==> src/rtl/mainfsm_pkg.sv <==
// Shared encodings for the multicycle main controller:
// state codes, datapath select codes, op classes and the control word.
package mainfsm_pkg;

  localparam logic [3:0] S_FETCH    = 4'd0;
  localparam logic [3:0] S_DECODE   = 4'd1;
  localparam logic [3:0] S_MEMADR   = 4'd2;
  localparam logic [3:0] S_MEMRD    = 4'd3;
  localparam logic [3:0] S_MEMWB    = 4'd4;
  localparam logic [3:0] S_MEMWR    = 4'd5;
  localparam logic [3:0] S_EXECUTER = 4'd6;
  localparam logic [3:0] S_EXECUTEI = 4'd7;
  localparam logic [3:0] S_ALUWB    = 4'd8;
  localparam logic [3:0] S_BRANCH   = 4'd9;
  localparam logic [3:0] S_UNKNOWN  = 4'd10;

  localparam logic [1:0] SRCA_RD1    = 2'b00;
  localparam logic [1:0] SRCA_PC     = 2'b01;
  localparam logic [1:0] SRCA_ALUOUT = 2'b10;

  localparam logic [1:0] SRCB_RD2  = 2'b00;
  localparam logic [1:0] SRCB_IMM  = 2'b01;
  localparam logic [1:0] SRCB_FOUR = 2'b10;

  localparam logic [1:0] RES_ALUOUT = 2'b00;
  localparam logic [1:0] RES_DATA   = 2'b01;
  localparam logic [1:0] RES_ALURES = 2'b10;

  localparam logic [1:0] OP_DP  = 2'b00;
  localparam logic [1:0] OP_MEM = 2'b01;
  localparam logic [1:0] OP_BR  = 2'b10;

  typedef struct packed {
    logic       irwrite;
    logic       adrsrc;
    logic [1:0] alusrca;
    logic [1:0] alusrcb;
    logic [1:0] resultsrc;
    logic       aluop;
    logic       nextpc;
    logic       regw;
    logic       memw;
    logic       branch;
  } ctrl_t;

  localparam ctrl_t CTRL_ZERO = '0;

endpackage

==> src/rtl/mainfsm_if.sv <==
// Instruction fields in, datapath control word out.
// master = controller side, slave = datapath side.
interface mainfsm_if #(
  parameter int STATE_W = 4
);
  logic [1:0]         Op;
  logic [5:0]         Funct;
  logic               IRWrite;
  logic               AdrSrc;
  logic [1:0]         ALUSrcA;
  logic [1:0]         ALUSrcB;
  logic [1:0]         ResultSrc;
  logic               ALUOp;
  logic               NextPC;
  logic               RegW;
  logic               MemW;
  logic               Branch;
  logic [STATE_W-1:0] State;

  modport master (
    input  Op, Funct,
    output IRWrite, AdrSrc, ALUSrcA, ALUSrcB,
    output ResultSrc, ALUOp, NextPC,
    output RegW, MemW, Branch, State
  );

  modport slave (
    output Op, Funct,
    input  IRWrite, AdrSrc, ALUSrcA, ALUSrcB,
    input  ResultSrc, ALUOp, NextPC,
    input  RegW, MemW, Branch, State
  );
endinterface

==> src/rtl/mainfsm_outdec.sv <==
// Moore output decoder: state code to control word.
// Unreachable codes fall into the all-zero default.
module mainfsm_outdec
  import mainfsm_pkg::*;
#(
  parameter int STATE_W = 4
) (
  input  logic [STATE_W-1:0] state,
  output ctrl_t              ctrl
);

  localparam logic [STATE_W-1:0] FETCH    = STATE_W'(S_FETCH);
  localparam logic [STATE_W-1:0] DECODE   = STATE_W'(S_DECODE);
  localparam logic [STATE_W-1:0] MEMADR   = STATE_W'(S_MEMADR);
  localparam logic [STATE_W-1:0] MEMRD    = STATE_W'(S_MEMRD);
  localparam logic [STATE_W-1:0] MEMWB    = STATE_W'(S_MEMWB);
  localparam logic [STATE_W-1:0] MEMWR    = STATE_W'(S_MEMWR);
  localparam logic [STATE_W-1:0] EXECUTER = STATE_W'(S_EXECUTER);
  localparam logic [STATE_W-1:0] EXECUTEI = STATE_W'(S_EXECUTEI);
  localparam logic [STATE_W-1:0] ALUWB    = STATE_W'(S_ALUWB);
  localparam logic [STATE_W-1:0] BRANCH   = STATE_W'(S_BRANCH);

  always_comb begin
    ctrl = CTRL_ZERO;
    unique case (state)
      FETCH: begin
        ctrl.irwrite   = 1'b1;
        ctrl.nextpc    = 1'b1;
        ctrl.alusrca   = SRCA_PC;
        ctrl.alusrcb   = SRCB_FOUR;
        ctrl.resultsrc = RES_ALURES;
      end
      // PC+8 is formed here for reads of R15
      DECODE: begin
        ctrl.alusrca   = SRCA_PC;
        ctrl.alusrcb   = SRCB_FOUR;
        ctrl.resultsrc = RES_ALURES;
      end
      MEMADR: begin
        ctrl.alusrca = SRCA_RD1;
        ctrl.alusrcb = SRCB_IMM;
      end
      MEMRD: begin
        ctrl.adrsrc    = 1'b1;
        ctrl.resultsrc = RES_ALUOUT;
      end
      MEMWB: begin
        ctrl.resultsrc = RES_DATA;
        ctrl.regw      = 1'b1;
      end
      MEMWR: begin
        ctrl.adrsrc    = 1'b1;
        ctrl.resultsrc = RES_ALUOUT;
        ctrl.memw      = 1'b1;
      end
      EXECUTER: begin
        ctrl.alusrca = SRCA_RD1;
        ctrl.alusrcb = SRCB_RD2;
        ctrl.aluop   = 1'b1;
      end
      EXECUTEI: begin
        ctrl.alusrca = SRCA_RD1;
        ctrl.alusrcb = SRCB_IMM;
        ctrl.aluop   = 1'b1;
      end
      ALUWB: begin
        ctrl.resultsrc = RES_ALUOUT;
        ctrl.regw      = 1'b1;
      end
      BRANCH: begin
        ctrl.alusrca   = SRCA_ALUOUT;
        ctrl.alusrcb   = SRCB_IMM;
        ctrl.resultsrc = RES_ALURES;
        ctrl.branch    = 1'b1;
      end
      default: ctrl = CTRL_ZERO;
    endcase
  end

endmodule

==> src/rtl/mainfsm.sv <==
// Multicycle main controller: state register and next-state logic.
// Outputs are decoded from state alone by mainfsm_outdec.
module mainfsm
  import mainfsm_pkg::*;
#(
  parameter int STATE_W = 4
) (
  input  logic       clk,
  input  logic       reset,
  mainfsm_if.master  bus
);

  localparam logic [STATE_W-1:0] FETCH    = STATE_W'(S_FETCH);
  localparam logic [STATE_W-1:0] DECODE   = STATE_W'(S_DECODE);
  localparam logic [STATE_W-1:0] MEMADR   = STATE_W'(S_MEMADR);
  localparam logic [STATE_W-1:0] MEMRD    = STATE_W'(S_MEMRD);
  localparam logic [STATE_W-1:0] MEMWB    = STATE_W'(S_MEMWB);
  localparam logic [STATE_W-1:0] MEMWR    = STATE_W'(S_MEMWR);
  localparam logic [STATE_W-1:0] EXECUTER = STATE_W'(S_EXECUTER);
  localparam logic [STATE_W-1:0] EXECUTEI = STATE_W'(S_EXECUTEI);
  localparam logic [STATE_W-1:0] ALUWB    = STATE_W'(S_ALUWB);
  localparam logic [STATE_W-1:0] BRANCH   = STATE_W'(S_BRANCH);
  localparam logic [STATE_W-1:0] UNKNOWN  = STATE_W'(S_UNKNOWN);

  logic [STATE_W-1:0] st_q;
  logic [STATE_W-1:0] st_d;
  ctrl_t              ctrl;
  logic               unused_funct;

  assign unused_funct = ^bus.Funct[4:1];

  always_ff @(posedge clk or posedge reset) begin
    if (reset) st_q <= FETCH;
    else       st_q <= st_d;
  end

  always_comb begin
    st_d = FETCH;
    unique case (st_q)
      FETCH: st_d = DECODE;
      DECODE: begin
        unique case (bus.Op)
          OP_MEM:  st_d = MEMADR;
          OP_BR:   st_d = BRANCH;
          OP_DP:   st_d = bus.Funct[5] ? EXECUTEI
                                       : EXECUTER;
          default: st_d = UNKNOWN;
        endcase
      end
      MEMADR:   st_d = bus.Funct[0] ? MEMRD : MEMWR;
      MEMRD:    st_d = MEMWB;
      EXECUTER: st_d = ALUWB;
      EXECUTEI: st_d = ALUWB;
      // every other state, reachable or not, returns to fetch
      default:  st_d = FETCH;
    endcase
  end

  mainfsm_outdec #(
    .STATE_W (STATE_W)
  ) u_outdec (
    .state (st_q),
    .ctrl  (ctrl)
  );

  assign bus.IRWrite   = ctrl.irwrite;
  assign bus.AdrSrc    = ctrl.adrsrc;
  assign bus.ALUSrcA   = ctrl.alusrca;
  assign bus.ALUSrcB   = ctrl.alusrcb;
  assign bus.ResultSrc = ctrl.resultsrc;
  assign bus.ALUOp     = ctrl.aluop;
  assign bus.NextPC    = ctrl.nextpc;
  assign bus.RegW      = ctrl.regw;
  assign bus.MemW      = ctrl.memw;
  assign bus.Branch    = ctrl.branch;
  assign bus.State     = st_q;

endmodule

==> src/flat_wrapper.sv <==
// flat-port wrapper written by rule: the top's interface ports become plain ports
module mainfsm_flat import mainfsm_pkg::*;
#(
  parameter int STATE_W = 4
)
  (clk, reset, bus_Op, bus_Funct, bus_IRWrite, bus_AdrSrc, bus_ALUSrcA, bus_ALUSrcB, bus_ResultSrc, bus_ALUOp, bus_NextPC, bus_RegW, bus_MemW, bus_Branch, bus_State);
  mainfsm_if #(.STATE_W(STATE_W)) bus_i ();
  input  logic clk;
  input  logic reset;
  input wire logic [$bits(bus_i.Op)-1:0] bus_Op;
  input wire logic [$bits(bus_i.Funct)-1:0] bus_Funct;
  output wire logic [$bits(bus_i.IRWrite)-1:0] bus_IRWrite;
  output wire logic [$bits(bus_i.AdrSrc)-1:0] bus_AdrSrc;
  output wire logic [$bits(bus_i.ALUSrcA)-1:0] bus_ALUSrcA;
  output wire logic [$bits(bus_i.ALUSrcB)-1:0] bus_ALUSrcB;
  output wire logic [$bits(bus_i.ResultSrc)-1:0] bus_ResultSrc;
  output wire logic [$bits(bus_i.ALUOp)-1:0] bus_ALUOp;
  output wire logic [$bits(bus_i.NextPC)-1:0] bus_NextPC;
  output wire logic [$bits(bus_i.RegW)-1:0] bus_RegW;
  output wire logic [$bits(bus_i.MemW)-1:0] bus_MemW;
  output wire logic [$bits(bus_i.Branch)-1:0] bus_Branch;
  output wire logic [$bits(bus_i.State)-1:0] bus_State;
  assign bus_i.Op = bus_Op;
  assign bus_i.Funct = bus_Funct;
  assign bus_IRWrite = bus_i.IRWrite;
  assign bus_AdrSrc = bus_i.AdrSrc;
  assign bus_ALUSrcA = bus_i.ALUSrcA;
  assign bus_ALUSrcB = bus_i.ALUSrcB;
  assign bus_ResultSrc = bus_i.ResultSrc;
  assign bus_ALUOp = bus_i.ALUOp;
  assign bus_NextPC = bus_i.NextPC;
  assign bus_RegW = bus_i.RegW;
  assign bus_MemW = bus_i.MemW;
  assign bus_Branch = bus_i.Branch;
  assign bus_State = bus_i.State;
  mainfsm #(.STATE_W(STATE_W)) u_core (.clk(clk), .reset(reset), .bus(bus_i));
endmodule
==> config.mk <==
export PLATFORM = sky130hd
export DESIGN_NAME = mainfsm_flat
export DESIGN_NICKNAME = d
export VERILOG_FILES = /design/src/rtl/mainfsm_pkg.sv /design/src/rtl/mainfsm_if.sv /design/src/rtl/mainfsm_outdec.sv /design/src/rtl/mainfsm.sv /design/src/flat_wrapper.sv
export SDC_FILE = /design/constraint.sdc
export NUM_CORES = 1
export LEC_CHECK = 0
export ABC_AREA = 1
export CAP_MARGIN = 15
export CORE_AREA = 2 2 39 41
export DETAILED_ROUTE_END_ITERATION = 12
export DIE_AREA = 0 0 41 43
export PLACE_DENSITY = 0.65
export SLEW_MARGIN = 20
export SYNTH_ARGS = -nofsm -noshare
export SYNTH_HDL_FRONTEND = slang
export SYNTH_SLANG_ARGS = --single-unit
==> constraint.sdc <==
create_clock -name clk -period 1.3 [get_ports clk]
set_input_delay 0.26 -clock clk [delete_from_list [all_inputs] [get_ports clk]]
set_output_delay 0.26 -clock clk [all_outputs]
set_load 0.03 [all_outputs]
Figure 1. Cell density map (run 1).
Scale bar: 10 um. 8 x 9 tiles, from white (low) to dark blue (high), 0 to 100% covered.
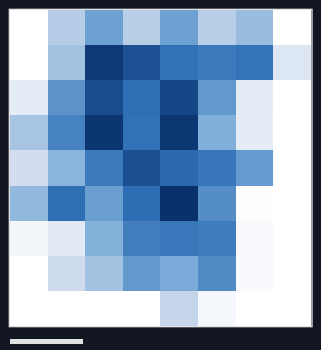
14% of the tiles are over 75% full. 24% of the tiles are nearly empty. The densest ninth of the die: center.

Figure 2. Port wiring (run 1).
Scale bar: 10 um.
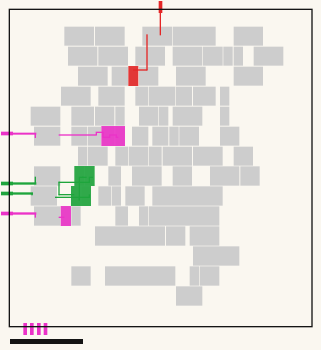
Key: `bus_Op` = green [direction input, edge west, end cells 4, buffers 2, wire 24.8 um]; `bus_Funct` = magenta [direction input, edge 4 south, 2 west, end cells 3, buffers 2, wire 17.3 um]; `bus_ALUOp` = red [direction output, edge north, end cells 1, buffers 1, wire 9.70 um]

Figure 3. Supply network (run 1).
Scale bar: 10 um. Pins as bars on the die edge. Tap cells in gray.
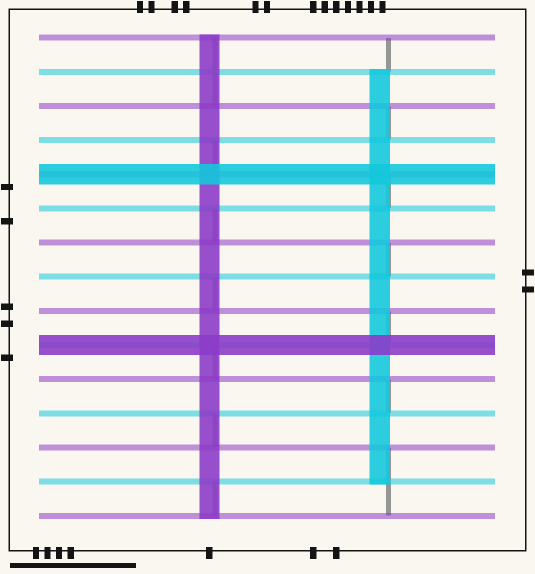
Key: VDD = cyan; VSS = purple
The core has 14 rows. 27 signal pins sit on the boundary.
Worst VDD drop: 1.97 mV
Die Y: 43 um

Figure 4. Gate-type map (run 1).
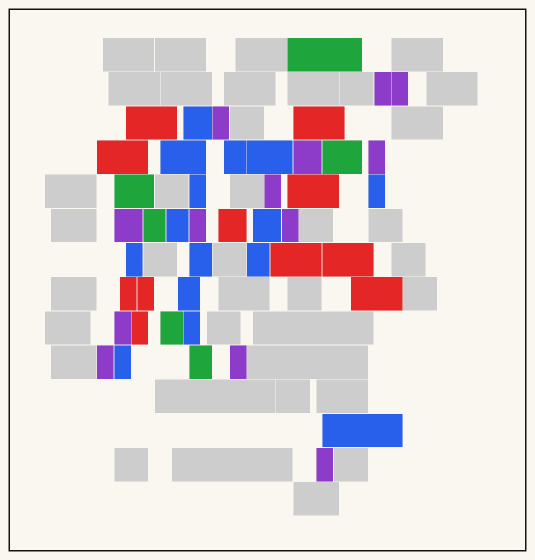
Key: aoi and oai cells = green [cells 6]; nor cells = red [cells 11]; nand cells = blue [cells 15]; inv cells = purple [cells 13]

==> flow_metrics.tcl, run 1 <==
# implementation run metrics
set metrics [dict create \
    status "complete, but fails checks" \
    violations "setup timing" \
    cp_data_arrival_time_ns 1.22 \
    lay_top_count "buf_6" \
    routed_via_density 4.31 \
    fin_area_um2 727 \
    drive_above_1_share_pct 69.5 \
    gr-usage-met1_pct 15.0 \
    intPower_mw 1.08 \
    fp_nets 62 \
    simple_gate_share_pct 38.0 \
    routed-via-count 422 \
    syn_inst 52 \
    top_cells_by_area "dfrtp_1 29%, inv_1 12%, nand3_1 10%" \
    io_buffer_count 22 \
    synthAoiAreaFrac_pct 10.9 \
    ff_type "dfrtp_1" \
    cts_buffers 3 \
    worst-path-buf-inv 2 \
    cts_resized 22 \
    pin_count 27 \
    finClkSkew_ns 0.00153 \
    slew_violations 0 \
    dp_hpwl_um 737 \
    clock_area_share_pct 3.10 \
    grtUsageTotal_pct 13.9 \
    final-setup-viol-count 13 \
    grt_pass1_vias 369 \
    powerDensity_nw_per_um2 3230 \
    highest_layer "met3" \
    tightest_slew_ns 0.169 \
    ys_ff 4 \
    place_area_um2 596 \
    power_leader "combinational cells" \
    gp_congestion 0.817 \
    wirelength_mm 1.02 \
    grt_overflow_total 0 \
    hold_buffers 0 \
    ys_types 15 \
    most-common-layout-cells "13 x buf_6, 12 x buf_4, 7 x inv_2, 7 x nor2_4" \
    grt_pass1_wl_mm 1.58 \
    diodes 0 \
    adder_share_pct 0 \
    drv_cap 0 \
    ctsLongestPathBuffers 2 \
    met2_length_um 625 \
    rsz0062_at_grt "true" \
    pg_seq_uw 289 \
    finalNonFillerCells 98 \
    antenna_left 0 \
    crit_fanout 5 \
    p_seq_share_pct 12.3 \
    die_x_um 41 \
    grt.met3_usage_pct 3.14 \
    wl_per_cell_um 10.4 \
    r2r-end "u_core.bus.State[1]" \
    syn_to_final_growth_pct 112 \
    comb_power_share_pct 81.3 \
    ys_warn_count 0 \
    fin_total_pwr_mw 2.35 \
    dr.pass1.iters 4 \
    rows 14 \
    warnings 33 \
    seq_area_share_pct 14.5 \
    tap_cells 16 \
    logic_area_um2 239 \
    dp_slack_ns 0.0106 \
    core_area_um2 1380 \
    max_stage_delay_ns 0.46 \
    grt_max_degree 6 \
    buffers 30 \
    yosys_area_um2 343 \
    cts_root_buf "clkbuf_4" \
    syn_area_per_cell_um2 6.59 \
    setup_ws_ns -0.184 \
    flop-count 4 \
    mux_area_share_pct 0 \
    tns_ns -1.75 \
    fin_crit_ns 1.48 \
    reg2reg_slack_ns 0.16 \
    fp_util_pct 24.8 \
    top_area_share_pct 29.2 \
    p_clk_share_pct 6.3 \
    clock-sinks 4 \
    crit_path_end_kind "output pin" \
    wl_met3_um 39 \
    area_share_nonclk_buffers_pct 39.4 \
    num-clock-buffers 3 \
]
## Run 2: what changed since run 1
--- a/config.mk
+++ b/config.mk
@@ -6,7 +6,7 @@
 export NUM_CORES = 1
 export LEC_CHECK = 0
 export ABC_AREA = 1
-export CAP_MARGIN = 15
+export CAP_MARGIN = 20
 export CORE_AREA = 2 2 39 41
 export DETAILED_ROUTE_END_ITERATION = 12
 export DIE_AREA = 0 0 41 43
Figure 5. Port wiring (run 2).
Scale bar: 10 um.
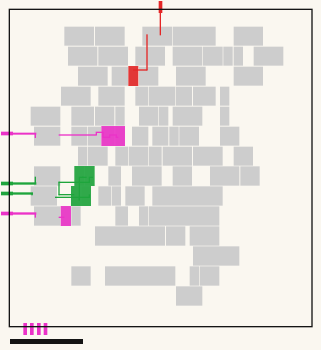
Key: `bus_Op` = green [direction input, edge west, end cells 4, buffers 2, wire 24.8 um]; `bus_ALUOp` = red [direction output, edge north, end cells 1, buffers 1, wire 9.70 um]; `bus_Funct` = magenta [direction input, edge 4 south, 2 west, end cells 3, buffers 2, wire 17.3 um]

==> run 2 against run 1 <==
  * The flow still finishes with violations (setup timing)
  * Sequential power about the same
  * Via count is the same
  * First-iteration DRC count stayed put
  * Critical path depth did not move
  * Largest cell class unchanged
  * Clock-buffer cell count stayed put
  * Flip-flop count is the same
  * Synthesized cell count did not move
  * Non-clock buffer count did not move
  * Wire length unchanged
  * Maximum frequency unchanged
  * Power stayed put
==> flow_metrics.tcl, run 2 <==
# implementation run metrics
set metrics [dict create \
    buffers 30 \
    seq_area_share_pct 14.5 \
    warnings 33 \
    ys_types 15 \
    tns_ns -1.75 \
    antenna_left 0 \
    top_cells_by_area "dfrtp_1 29%, inv_1 12%, nand3_1 10%" \
    worst-path-buf-inv 2 \
    final-setup-viol-count 13 \
    grt_pass1_vias 369 \
    powerDensity_nw_per_um2 3230 \
    wl_met3_um 39 \
    diodes 0 \
    status "complete, but fails checks" \
    p_seq_share_pct 12.3 \
    routed-via-count 422 \
    most-common-layout-cells "13 x buf_6, 12 x buf_4, 7 x inv_2, 7 x nor2_4" \
    setup_ws_ns -0.184 \
    tightest_slew_ns 0.169 \
    dp_hpwl_um 737 \
    area_share_nonclk_buffers_pct 39.4 \
    core_area_um2 1380 \
    violations "setup timing" \
    grt_pass1_wl_mm 1.58 \
    fp_util_pct 24.8 \
    io_buffer_count 22 \
    dp.cells 91 \
    cp.required_ns 1.04 \
    syn_inst 52 \
    wl_per_cell_um 10.4 \
    power_leader "combinational cells" \
    drv_cap 0 \
    intPower_mw 1.08 \
    routed_via_density 4.31 \
    die_x_um 41 \
    hold_buffers 0 \
    gp_congestion 0.817 \
    pin_count 27 \
    crit_cells 4 \
    clock-sinks 4 \
    ctsLongestPathBuffers 2 \
    highest_layer "met3" \
    fin_total_pwr_mw 2.35 \
    cts_root_buf "clkbuf_4" \
    finClkSkew_ns 0.00153 \
    fin_area_um2 727 \
    vdd_ir_drop_max_mv 1.97 \
    wirelength_mm 1.02 \
    largestClassByArea "non-clock buffers" \
    gr-usage-met1_pct 15.0 \
    pg_seq_uw 289 \
    dp_slack_ns 0.0106 \
    adder_share_pct 0 \
    ys_ff 4 \
    cts_resized 22 \
    slew_violations 0 \
    crit_path_end_kind "output pin" \
    cp_data_arrival_time_ns 1.22 \
    grt_overflow_total 0 \
    grt.met3_usage_pct 3.14 \
    dr.pass1.iters 4 \
    syn_area_per_cell_um2 6.59 \
    mux_area_share_pct 0 \
    crit_chain "nor2_4 -> inv_2 -> o21ai_4 -> buf_4" \
    flop-count 4 \
    clock_area_share_pct 3.10 \
    rows 14 \
    fin_crit_ns 1.48 \
    r2r-end "u_core.bus.State[1]" \
    dieHeight_um 43 \
    rsz0062_at_grt "true" \
    comb_power_share_pct 81.3 \
    hold_viol_final 0 \
    grtUsageTotal_pct 13.9 \
    fp_nets 62 \
    synthAoiAreaFrac_pct 10.9 \
    max_stage_delay_ns 0.46 \
    crit_fanout 5 \
    tap_cells 16 \
    drive_above_1_share_pct 69.5 \
    yosys_area_um2 343 \
    simple_gate_share_pct 38.0 \
    cts_buffers 3 \
]
Figure 6. Gate-type map (run 2).
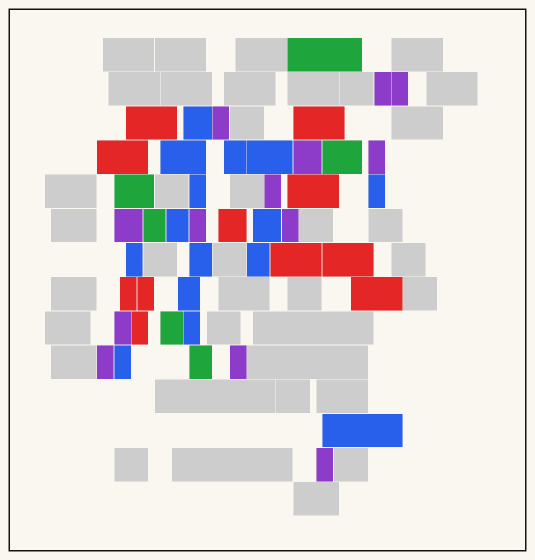
Key: inv cells = purple [cells 13]; nor cells = red [cells 11]; aoi and oai cells = green [cells 6]; nand cells = blue [cells 15]
Comb/total area: 32.9%
Final Non-Filler Cells: 98

Power figures rest on the tool's default switching activity, not on a simulated workload.
